--- src/rtl/load_store_unit_pkg.sv ---
// load_store_unit_pkg: access-size encodings, LSU FSM states, data-memory region default
package load_store_unit_pkg;

    localparam logic [1:0] SIZE_BYTE = 2'b00;
    localparam logic [1:0] SIZE_HALF = 2'b01;
    localparam logic [1:0] SIZE_WORD = 2'b10;

    localparam logic [3:0] DMEM_REGION_DEF = 4'h8;

    typedef enum logic [1:0] {
        ST_IDLE = 2'd0,
        ST_REQ  = 2'd1,
        ST_WAIT = 2'd2,
        ST_RESP = 2'd3
    } lsu_state_e;

    // Bytes never misalign; halves need addr[0]=0; words (and size 11) need addr[1:0]=0
    function automatic logic is_misaligned(input logic [1:0] size, input logic [1:0] addr_lo);
        return (size == SIZE_BYTE) ? 1'b0 : (size == SIZE_HALF) ? addr_lo[0] : (addr_lo != 2'b00);
    endfunction

endpackage

--- src/rtl/lsu_data_align.sv ---
// lsu_data_align: byte-lane select, store data replication and load extraction/extension
module lsu_data_align
    import load_store_unit_pkg::*;
(
    input  logic [1:0]  size_i,
    input  logic        unsigned_i,
    input  logic [1:0]  addr_lo_i,
    input  logic [31:0] wdata_i,
    input  logic [31:0] rdata_i,
    output logic [3:0]  sel_byte_o,
    output logic [31:0] wdata_o,
    output logic [31:0] rdata_o
);

    logic [7:0]  byte_v;
    logic [15:0] half_v;
    logic        is_byte;
    logic        is_half;

    // Lane selection on the store side and lane extraction plus extension on the load side
    always_comb begin
        is_byte    = (size_i == SIZE_BYTE);
        is_half    = (size_i == SIZE_HALF);
        byte_v     = rdata_i[{addr_lo_i, 3'b000} +: 8];
        half_v     = addr_lo_i[1] ? rdata_i[31:16] : rdata_i[15:0];
        sel_byte_o = is_byte ? (4'b0001 << addr_lo_i) :
                     is_half ? (4'b0011 << {addr_lo_i[1], 1'b0}) : 4'b1111;
        wdata_o    = is_byte ? {4{wdata_i[7:0]}} :
                     is_half ? {2{wdata_i[15:0]}} : wdata_i;
        rdata_o    = is_byte ? {{24{byte_v[7] & ~unsigned_i}}, byte_v} :
                     is_half ? {{16{half_v[15] & ~unsigned_i}}, half_v} : rdata_i;
    end

endmodule

--- src/rtl/load_store_unit.sv ---
// load_store_unit: execute-to-data-bus load/store sequencer; LSU_BUS_TIMEOUT_EN enables the WAIT-state bus timeout
module load_store_unit
    import load_store_unit_pkg::*;
#(
    parameter logic [3:0] DMEM_REGION = DMEM_REGION_DEF
`ifdef LSU_BUS_TIMEOUT_EN
    ,
    parameter int TIMEOUT_CYCLES = 255
`endif
) (
    input  logic        clk,
    input  logic        rst_n,
    input  logic        exe2lsu_req_i,
    input  logic        exe2lsu_we_i,
    input  logic [1:0]  exe2lsu_size_i,
    input  logic        exe2lsu_unsigned_i,
    input  logic [31:0] exe2lsu_addr_i,
    input  logic [31:0] exe2lsu_wdata_i,
    output logic        lsu2exe_stall_o,
    output logic        lsu2dbus_req_o,
    output logic        lsu2dbus_we_o,
    output logic [31:0] lsu2dbus_addr_o,
    output logic [31:0] lsu2dbus_wdata_o,
    output logic [3:0]  lsu2dbus_sel_byte_o,
    output logic        lsu2dbus_dmem_sel_o,
    output logic        lsu2dbus_peri_sel_o,
    input  logic [31:0] dbus2lsu_rdata_i,
    input  logic        dbus2lsu_ack_i,
    output logic        lsu2wrb_valid_o,
    output logic [31:0] lsu2wrb_rdata_o,
    output logic        lsu2csr_misalign_o,
    output logic        lsu2csr_is_store_o,
    output logic [31:0] lsu2csr_badaddr_o,
    output logic        lsu2csr_bus_err_o
);

    lsu_state_e  state_q, state_d;
    logic        we_q, we_d;
    logic [1:0]  size_q, size_d;
    logic        uns_q, uns_d;
    logic [31:0] addr_q, addr_d;
    logic [31:0] wdata_q, wdata_d;
    logic [3:0]  sel_q, sel_d;
    logic        dmem_q, dmem_d;
    logic        misalign_q, misalign_d;
    logic        is_store_q, is_store_d;
    logic [31:0] badaddr_q, badaddr_d;
    logic        valid_q, valid_d;
    logic [31:0] rdata_q, rdata_d;
    logic        bus_err_q, bus_err_d;

    logic        idle;
    logic        misaligned;
    logic        timeout;
    logic [1:0]  al_size;
    logic        al_uns;
    logic [1:0]  al_addr_lo;
    logic [3:0]  al_sel;
    logic [31:0] al_wdata;
    logic [31:0] al_rdata;

`ifdef LSU_BUS_TIMEOUT_EN
    logic [7:0]  cnt_q, cnt_d;
    assign timeout = (cnt_q == 8'(TIMEOUT_CYCLES - 1));
`else
    assign timeout = 1'b0;
`endif

    // In IDLE the aligner sees the incoming request; afterwards it formats the captured load
    assign idle       = (state_q == ST_IDLE);
    assign al_size    = idle ? exe2lsu_size_i : size_q;
    assign al_uns     = idle ? exe2lsu_unsigned_i : uns_q;
    assign al_addr_lo = idle ? exe2lsu_addr_i[1:0] : addr_q[1:0];
    assign misaligned = is_misaligned(exe2lsu_size_i, exe2lsu_addr_i[1:0]);

    lsu_data_align u_align (
        .size_i     (al_size),
        .unsigned_i (al_uns),
        .addr_lo_i  (al_addr_lo),
        .wdata_i    (exe2lsu_wdata_i),
        .rdata_i    (dbus2lsu_rdata_i),
        .sel_byte_o (al_sel),
        .wdata_o    (al_wdata),
        .rdata_o    (al_rdata)
    );

    assign lsu2exe_stall_o     = (idle & exe2lsu_req_i & ~misaligned) |
                                 (state_q == ST_REQ) | (state_q == ST_WAIT);
    assign lsu2dbus_req_o      = (state_q == ST_REQ);
    assign lsu2dbus_we_o       = lsu2dbus_req_o & we_q;
    assign lsu2dbus_addr_o     = lsu2dbus_req_o ? {addr_q[31:2], 2'b00} : 32'h0;
    assign lsu2dbus_wdata_o    = lsu2dbus_req_o ? wdata_q : 32'h0;
    assign lsu2dbus_sel_byte_o = lsu2dbus_req_o ? sel_q : 4'h0;
    assign lsu2dbus_dmem_sel_o = lsu2dbus_req_o & dmem_q;
    assign lsu2dbus_peri_sel_o = lsu2dbus_req_o & ~dmem_q;
    assign lsu2wrb_valid_o     = valid_q;
    assign lsu2wrb_rdata_o     = rdata_q;
    assign lsu2csr_misalign_o  = misalign_q;
    assign lsu2csr_is_store_o  = is_store_q;
    assign lsu2csr_badaddr_o   = badaddr_q;
    assign lsu2csr_bus_err_o   = bus_err_q;

    // Next-state and one-cycle status pulses for the IDLE/REQ/WAIT/RESP sequence
    always_comb begin
        state_d    = state_q;
        we_d       = we_q;
        size_d     = size_q;
        uns_d      = uns_q;
        addr_d     = addr_q;
        wdata_d    = wdata_q;
        sel_d      = sel_q;
        dmem_d     = dmem_q;
        misalign_d = 1'b0;
        is_store_d = 1'b0;
        badaddr_d  = 32'h0;
        valid_d    = 1'b0;
        rdata_d    = 32'h0;
        bus_err_d  = 1'b0;
`ifdef LSU_BUS_TIMEOUT_EN
        cnt_d      = (state_q == ST_WAIT) ? cnt_q + 8'd1 : 8'd0;
`endif
        case (state_q)
            ST_IDLE: begin
                if (exe2lsu_req_i && misaligned) begin
                    misalign_d = 1'b1;
                    is_store_d = exe2lsu_we_i;
                    badaddr_d  = exe2lsu_addr_i;
                end else if (exe2lsu_req_i) begin
                    state_d = ST_REQ;
                    we_d    = exe2lsu_we_i;
                    size_d  = exe2lsu_size_i;
                    uns_d   = exe2lsu_unsigned_i;
                    addr_d  = exe2lsu_addr_i;
                    wdata_d = al_wdata;
                    sel_d   = al_sel;
                    dmem_d  = (exe2lsu_addr_i[31:28] == DMEM_REGION);
                end
            end
            ST_REQ: state_d = ST_WAIT;
            ST_WAIT: begin
                if (dbus2lsu_ack_i) begin
                    state_d = ST_RESP;
                    valid_d = 1'b1;
                    rdata_d = we_q ? 32'h0 : al_rdata;
                end else if (timeout) begin
                    state_d    = ST_RESP;
                    valid_d    = 1'b1;
                    bus_err_d  = 1'b1;
                    is_store_d = we_q;
                    badaddr_d  = addr_q;
                end
            end
            default: state_d = ST_IDLE;
        endcase
    end

    // State and registered outputs; synchronous active-low reset drops any in-flight access
    always_ff @(posedge clk) begin
        if (!rst_n) begin
            state_q    <= ST_IDLE;
            we_q       <= 1'b0;
            size_q     <= 2'b00;
            uns_q      <= 1'b0;
            addr_q     <= 32'h0;
            wdata_q    <= 32'h0;
            sel_q      <= 4'h0;
            dmem_q     <= 1'b0;
            misalign_q <= 1'b0;
            is_store_q <= 1'b0;
            badaddr_q  <= 32'h0;
            valid_q    <= 1'b0;
            rdata_q    <= 32'h0;
            bus_err_q  <= 1'b0;
`ifdef LSU_BUS_TIMEOUT_EN
            cnt_q      <= 8'd0;
`endif
        end else begin
            state_q    <= state_d;
            we_q       <= we_d;
            size_q     <= size_d;
            uns_q      <= uns_d;
            addr_q     <= addr_d;
            wdata_q    <= wdata_d;
            sel_q      <= sel_d;
            dmem_q     <= dmem_d;
            misalign_q <= misalign_d;
            is_store_q <= is_store_d;
            badaddr_q  <= badaddr_d;
            valid_q    <= valid_d;
            rdata_q    <= rdata_d;
            bus_err_q  <= bus_err_d;
`ifdef LSU_BUS_TIMEOUT_EN
            cnt_q      <= cnt_d;
`endif
        end
    end

endmodule

--- config.mk ---
export PLATFORM = sky130hd
export DESIGN_NAME = load_store_unit
export DESIGN_NICKNAME = d
export VERILOG_FILES = /design/src/rtl/load_store_unit_pkg.sv /design/src/rtl/lsu_data_align.sv /design/src/rtl/load_store_unit.sv
export SDC_FILE = /design/constraint.sdc
export NUM_CORES = 1
export LEC_CHECK = 0
export CORE_MARGIN = 3
export CORE_UTILIZATION = 39
export DETAILED_ROUTE_END_ITERATION = 6
export GPL_TIMING_DRIVEN = 0
export MAX_ROUTING_LAYER = met4
export PLACE_DENSITY = 0.76
export SLEW_MARGIN = 0
export SYNTH_ARGS = -nofsm -noshare
export SYNTH_HDL_FRONTEND = slang
export SYNTH_SLANG_ARGS = --single-unit
--- constraint.sdc ---
create_clock -name clk -period 1.9 [get_ports clk]
set_clock_uncertainty 0.15 [all_clocks]
set_input_delay 0.19 -clock clk [delete_from_list [all_inputs] [get_ports clk]]
set_output_delay 0.19 -clock clk [all_outputs]
set_load 0.005 [all_outputs]
==> results.tsv, run 1 <==
stage	metric	value	unit
outcome	status	complete, but fails checks	
outcome	failed_checks	DRC, setup timing	
clock_network	clk-insertion-delay-late	0.42	ns
cells_and_area	design_area	0.0109	mm2
logic_synthesis	synthesis.area_per_instance	8.91	um2
logic_synthesis	ys_cells	679	
critical_path	cp_slowest_stage_delay	0.36	ns
cells_and_area	synthesis_to_layout_area_growth	80.0	%
critical_path	timing.reg2reg.setup_slack	-0.29	ns
drt	detail-route-antenna-nets	0	
floorplanning	floorplan.tapcells	184	
sta	report.final.slew_viol_count	0	
logic_synthesis	register_area_share_after_synthesis	47.0	%
clock_network	cts_resized	484	
pwr	clock_power	3.01	mW
cells_and_area	drive_gt1_share	36.3	%
logic_synthesis	ys_warn_count	0	
critical_path	r2r.worst_path.cells	11	
floorplanning	num_rows	44	
cells_and_area	sequential_cell_total	142	
cells_and_area	nonClkBufAreaFrac	34.3	%
drt	met3_length	1.76	mm
clock_network	cts.sink_count	142	
critical_path	cp-endpoint	lsu2wrb_rdata_o[7]$_SDFF_PP0_	
cells_and_area	nNonClkBuffers	359	
placed_design	place_inst	1106	
cells_and_area	combinational_share_of_cell_area	32.5	%
drt	drt_pass1_iterations	7	
sta	timing.final.setup_violations	141	
floorplanning	initCoreUtil	40.7	%
cells_and_area	biggestCellCategory	non-clock buffers	
clock_network	clock-root-buffer	sky130_fd_sc_hd__clkbuf_16	
logic_synthesis	xor_area_share	0	%
logic_synthesis	ys_async_sr_fraction	0	%
global_route	grt_first_pass_wirelength	32.6	mm
pwr	total_power	13.9	mW
floorplanning	height_of_the_die	131	um
critical_path	crit_type	flip-flop to flip-flop	
min_path	min-delay-path-class	primary input to flip-flop	
logic_synthesis	synth.cellmix.simpleShare	23.8	%
sta	final.setup.worst_slack	-0.292	ns
cells_and_area	comb.multi_input.count	486	
pwr	p_seq_share	25.3	%
placed_design	place_ws	-0.774	ns
global_route	global_route.peak_usage_layer	met2	
clock_network	hold_buffers	0	
cells_and_area	tally_of_non_filler_cells_in_the_final_layout	1206	
run	warning_count	32	
logic_synthesis	yosys_area	0.00605	mm2
cells_and_area	final.signal_inverter_count	3	
logic_synthesis	enable_flop_cells	0	
critical_path	path_common_cell	sky130_fd_sc_hd__buf_6	
critical_path	end_kind	flip-flop	
pwr	leakagePower	4.49	nW
logic_synthesis	synth.mux.area_fraction	3.29	%
sta	setup_tns	-20.53	ns
critical_path	critical_path.startpoint	state_q[1]$_SDFFE_PN0P_	
floorplanning	die_w	131	um
clock_network	cts_htree_levels	4	
sta	max_freq	456	MHz
critical_path	path_delay_family	buffers and inverters	
global_route	first_global_vias	6067	
drt	route.top_layer_used	met4	
logic_synthesis	post-synth-top-area-fraction	47.0	%
cells_and_area	clock_area_share	4.84	%
critical_path	required	2.05	ns
global_route	grtUsageTotal	25.6	%
logic_synthesis	synth-adder-area-share	0.827	%
cells_and_area	lay_top_count	sky130_fd_sc_hd__clkdlybuf4s50_1	
pwr	net-switching-power	5.02	mW
cells_and_area	nFillCells	1094	
drt	met2_length	11.3	mm
critical_path	worst_ep_arrival_time	2.34	ns
drt	detail_route.drc_violations	4	
logic_synthesis	synthesis.area	0.00605	mm2
clock_network	clk_pin_slew	0.06	ns
floorplanning	total_die_size	0.0170	mm2
floorplanning	placeableCoreArea	0.0149	mm2
cells_and_area	n_antenna_cell	0	
pwr	p_int	8.93	mW
Figure 1. Metal 2 (run 1).
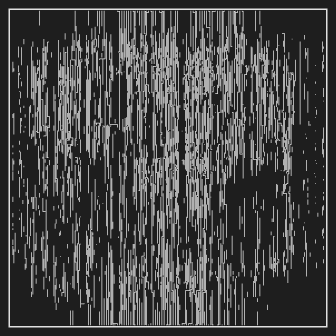
wire length on this layer: 11300 um
longest straight run: 63.1 um
GR met2 Demand/Resource: 41.4%
wirelength, routed: 22.7 mm
via count: 6280

Figure 2. Cell area per tile (run 1).
Bar = 50 um. 13 x 13 tiles, from black (low) to pale yellow (high), 0 to 100% covered.
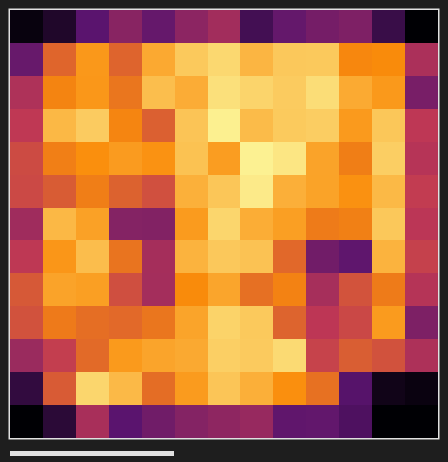
fullest tile: 97%
mean over tiles: 63%
tiles over 75% full: 43%
emptiest ninth of the die: south-east
nearly empty tiles: 2.4%

Figure 3. Congestion heat map (run 1).
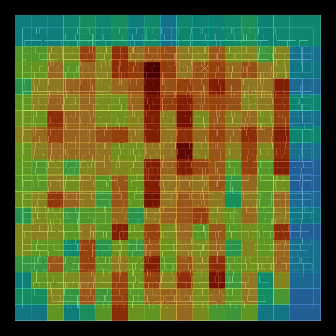
met3 Use GR: 6.26%
met1 capacity usage during global routing: 31.1%

Figure 4. Met1 routing (run 1).
Bar = 50 um.
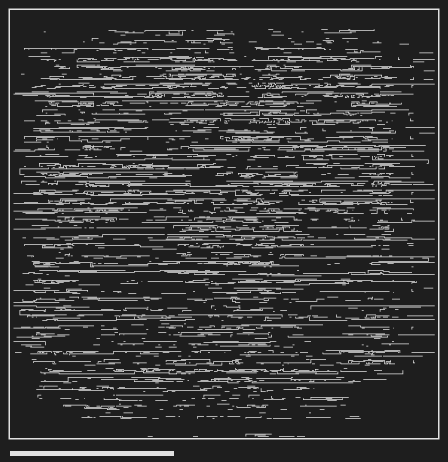

==> inputs of run 2 (changes only) <==
--- a/config.mk
+++ b/config.mk
@@ -6,11 +6,12 @@
 export NUM_CORES = 1
 export LEC_CHECK = 0
 export CORE_MARGIN = 3
-export CORE_UTILIZATION = 39
+export CORE_UTILIZATION = 40
+export CTS_BUF_LIST = sky130_fd_sc_hd__clkbuf_8
 export DETAILED_ROUTE_END_ITERATION = 6
 export GPL_TIMING_DRIVEN = 0
 export MAX_ROUTING_LAYER = met4
-export PLACE_DENSITY = 0.76
+export PLACE_DENSITY = 0.78
 export SLEW_MARGIN = 0
 export SYNTH_ARGS = -nofsm -noshare
 export SYNTH_HDL_FRONTEND = slang
Figure 5. Met1 routing (run 2).
Bar = 50 um.
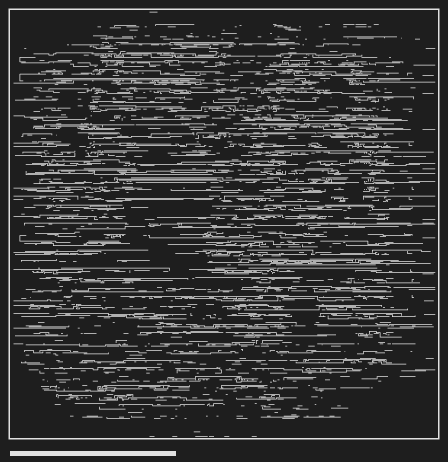
nets with wire on the layer: 987
longest straight run: 48.3 um
share of all routed wire: 41%

Figure 6. Metal 2 (run 2).
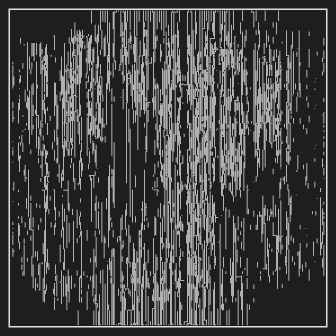
wire length on this layer: 10800 um
nets with wire on the layer: 967
share of all routed wire: 49%
main direction: vertical

==> results.tsv, run 2 <==
stage	metric	value	unit	change
critical_path	required	1.56	ns	-0.49 ns
cells_and_area	nNonClkBuffers	351		-2.2%
cells_and_area	final.signal_inverter_count	3		unchanged
sta	worst_slew_pin_slew	0.547	ns	
outcome	status	complete, but fails checks		
clock_network	cts_resized	491		+1.4%
placed_design	place_inst	1106		unchanged
logic_synthesis	synthesis.area_per_instance	8.91	um2	unchanged
logic_synthesis	synth.mux.area_fraction	3.29	%	unchanged
logic_synthesis	ys_warn_count	0		unchanged
logic_synthesis	synth.comb.largest_family	simple AND/OR/NAND/NOR gates		
sta	setup_tns	-19.94	ns	+0.587 ns
critical_path	crit_type	flip-flop to primary output		
cells_and_area	comb.multi_input.count	486		unchanged
critical_path	critical_register_to_register_path_startpoint	state_q[0]$_SDFFE_PN0P_		
run	max_cap_violations	0		
logic_synthesis	yosys_area	0.00605	mm2	unchanged
run	warning_count	32		unchanged
critical_path	cp_slowest_stage_delay	0.38	ns	+0.02 ns
logic_synthesis	synthesis.area	0.00605	mm2	unchanged
critical_path	cpMaxStageDelayCell	sky130_fd_sc_hd__dfxtp_4		
drt	drt_pass1_iterations	5		-2
placed_design	area_of_placed_instances	0.00877	mm2	
cells_and_area	clock_area_share	3.77	%	-1.1 points
cells_and_area	drive_gt1_share	33.6	%	-2.7 points
cells_and_area	nFillCells	1100		+0.55%
floorplanning	initCoreUtil	41.3	%	+0.61 points
global_route	met2_usage	43.1	%	+1.7 points
pwr	power.combinational.fraction	53.6	%	
logic_synthesis	netlist_top_cells_count	151 x sky130_fd_sc_hd__nand2_1, 142 x sky130_fd_sc_hd__dfxtp_1, 101 x sky130_fd_sc_hd__and2_1, 46 x sky130_fd_sc_hd__a21oi_1, 45 x sky130_fd_sc_hd__a21boi_1		
min_path	worstHoldPathCells	3		
logic_synthesis	post_synth_main_area_contributors	sky130_fd_sc_hd__dfxtp_1 47%, sky130_fd_sc_hd__and2_1 10%, sky130_fd_sc_hd__nand2_1 9.4%, sky130_fd_sc_hd__a21boi_1 5.6%, sky130_fd_sc_hd__a21oi_1 3.8%		
sta	max_freq	456	MHz	about the same
drt	detail-route-antenna-nets	0		unchanged
floorplanning	floorplan.tapcells	184		unchanged
global_route	total_global_routing_overflow	0		
critical_path	timing.critical_path.from_type	flip-flop		
cells_and_area	lay_top_count	sky130_fd_sc_hd__clkdlybuf4s50_1		
cells_and_area	tally_of_non_filler_cells_in_the_final_layout	1198		-0.66%
clock_network	cts_inserted_buffers	17		
placed_design	place_ws	-0.774	ns	-0.000317 ns
critical_path	number_of_buffer_and_inverter_stages_on_the_critical_path	4		
cells_and_area	biggestCellCategory	non-clock buffers		
drt	detail_route.drc_violations	0		-4
pwr	p_int	8.34	mW	-6.6%
drt	drt_iter0_markers	324		
clock_network	hold_buffers	0		unchanged
logic_synthesis	synth-adder-area-share	0.827	%	unchanged
clock_network	clk-insertion-delay-late	0.44	ns	+0.02 ns
logic_synthesis	synth.most_common_cell	sky130_fd_sc_hd__nand2_1		
drt	met3_length	1.49	mm	-15%
floorplanning	num_rows	44		unchanged
logic_synthesis	post-synth-top-area-fraction	47.0	%	unchanged
logic_synthesis	xor_area_share	0	%	unchanged
logic_synthesis	ys_async_sr_fraction	0	%	unchanged
cells_and_area	seq_area_share	27.0	%	
floorplanning	ios	245		
sta	timing.final.setup_violations	191		+35%
cells_and_area	sequential_cell_total	142		unchanged
clock_network	cts_htree_levels	4		unchanged
critical_path	r2r.worst_path.cells	9		-2
global_route	grtUsageTotal	26.3	%	+0.71 points
cells_and_area	fin_nets	1109		
pwr	p_per_area	1230	mW/mm2	
drt	drt-total-wl	21.8	mm	-3.8%
drt	met2_length	10.8	mm	-4.4%
global_route	first_global_vias	6217		+2.5%
pwr	power.group.top	combinational logic		
pwr	total_power	12.9	mW	-7.2%
logic_synthesis	register_area_share_after_synthesis	47.0	%	unchanged
drt	detail_route.wl_per_cell	18.2	um	
floorplanning	placeableCoreArea	0.0146	mm2	-1.5%
global_route	grt_use_met1	31.0	%	-0.061 points
logic_synthesis	ys_cells	679		unchanged
critical_path	worst_ep_arrival_time	1.85	ns	-0.49 ns
pwr	switching_share	35.5	%	
cells_and_area	nonClkBufAreaFrac	34.7	%	+0.40 points
cells_and_area	mi_logic_area	0.00339	mm2	
pwr	p_seq_share	27.2	%	+1.9 points
floorplanning	die_w	129	um	-1.2%
logic_synthesis	ff_type	sky130_fd_sc_hd__dfxtp_1		
clock_network	clk_pin_slew	0.08	ns	+0.02 ns
outcome	failed_checks	setup timing		
cells_and_area	combinational_share_of_cell_area	32.2	%	-0.28 points
global_route	groute.layer.met3.usage	6.72	%	+0.46 points
sta	report.final.slew_viol_count	0		unchanged
cells_and_area	synthesis_to_layout_area_growth	74.3	%	
pwr	power.share.clock	19.2	%	
critical_path	cp-endpoint	lsu2exe_stall_o		
cells_and_area	design_area	0.0105	mm2	-3.2%
critical_path	timing.reg2reg.setup_slack	-0.28	ns	about the same
pwr	clock_power	2.49	mW	-17%
global_route	global_route.peak_usage_layer	met2		
logic_synthesis	synth.cellmix.simpleShare	23.8	%	unchanged
critical_path	critical_path.startpoint	state_q[0]$_SDFFE_PN0P_		
drt	via_count	6194		-1.4%
floorplanning	height_of_the_die	129	um	-1.2%
clock_network	cts.sink_count	142		unchanged
sta	timing.hold.ws	0.0142	ns	
critical_path	rr_endpoint	lsu2wrb_rdata_o[23]$_SDFF_PP0_		
cells_and_area	total_area_of_sequential_cells	0.00285	mm2	
min_path	hp-start	exe2lsu_size_i[0]		
global_route	grt_first_pass_wirelength	33.1	mm	+1.5%
critical_path	path_delay_family	buffers and inverters		
sta	final.setup.worst_slack	-0.293	ns	-0.00120 ns
sta	post-route-period-util	115	%	
cells_and_area	n_antenna_cell	1		+1
drt	route.top_layer_used	met4		
pwr	leakagePower	4.41	nW	-1.7%
clock_network	clock-root-buffer	sky130_fd_sc_hd__clkbuf_8		
pwr	net-switching-power	4.60	mW	-8.4%
drt	route.layer.met1.wl	9.01	mm	
critical_path	end_kind	primary output		
floorplanning	total_die_size	0.0166	mm2	-2.4%
min_path	min-delay-path-class	primary input to flip-flop		
logic_synthesis	enable_flop_cells	0		unchanged
Power and IR drop assume default switching activity.
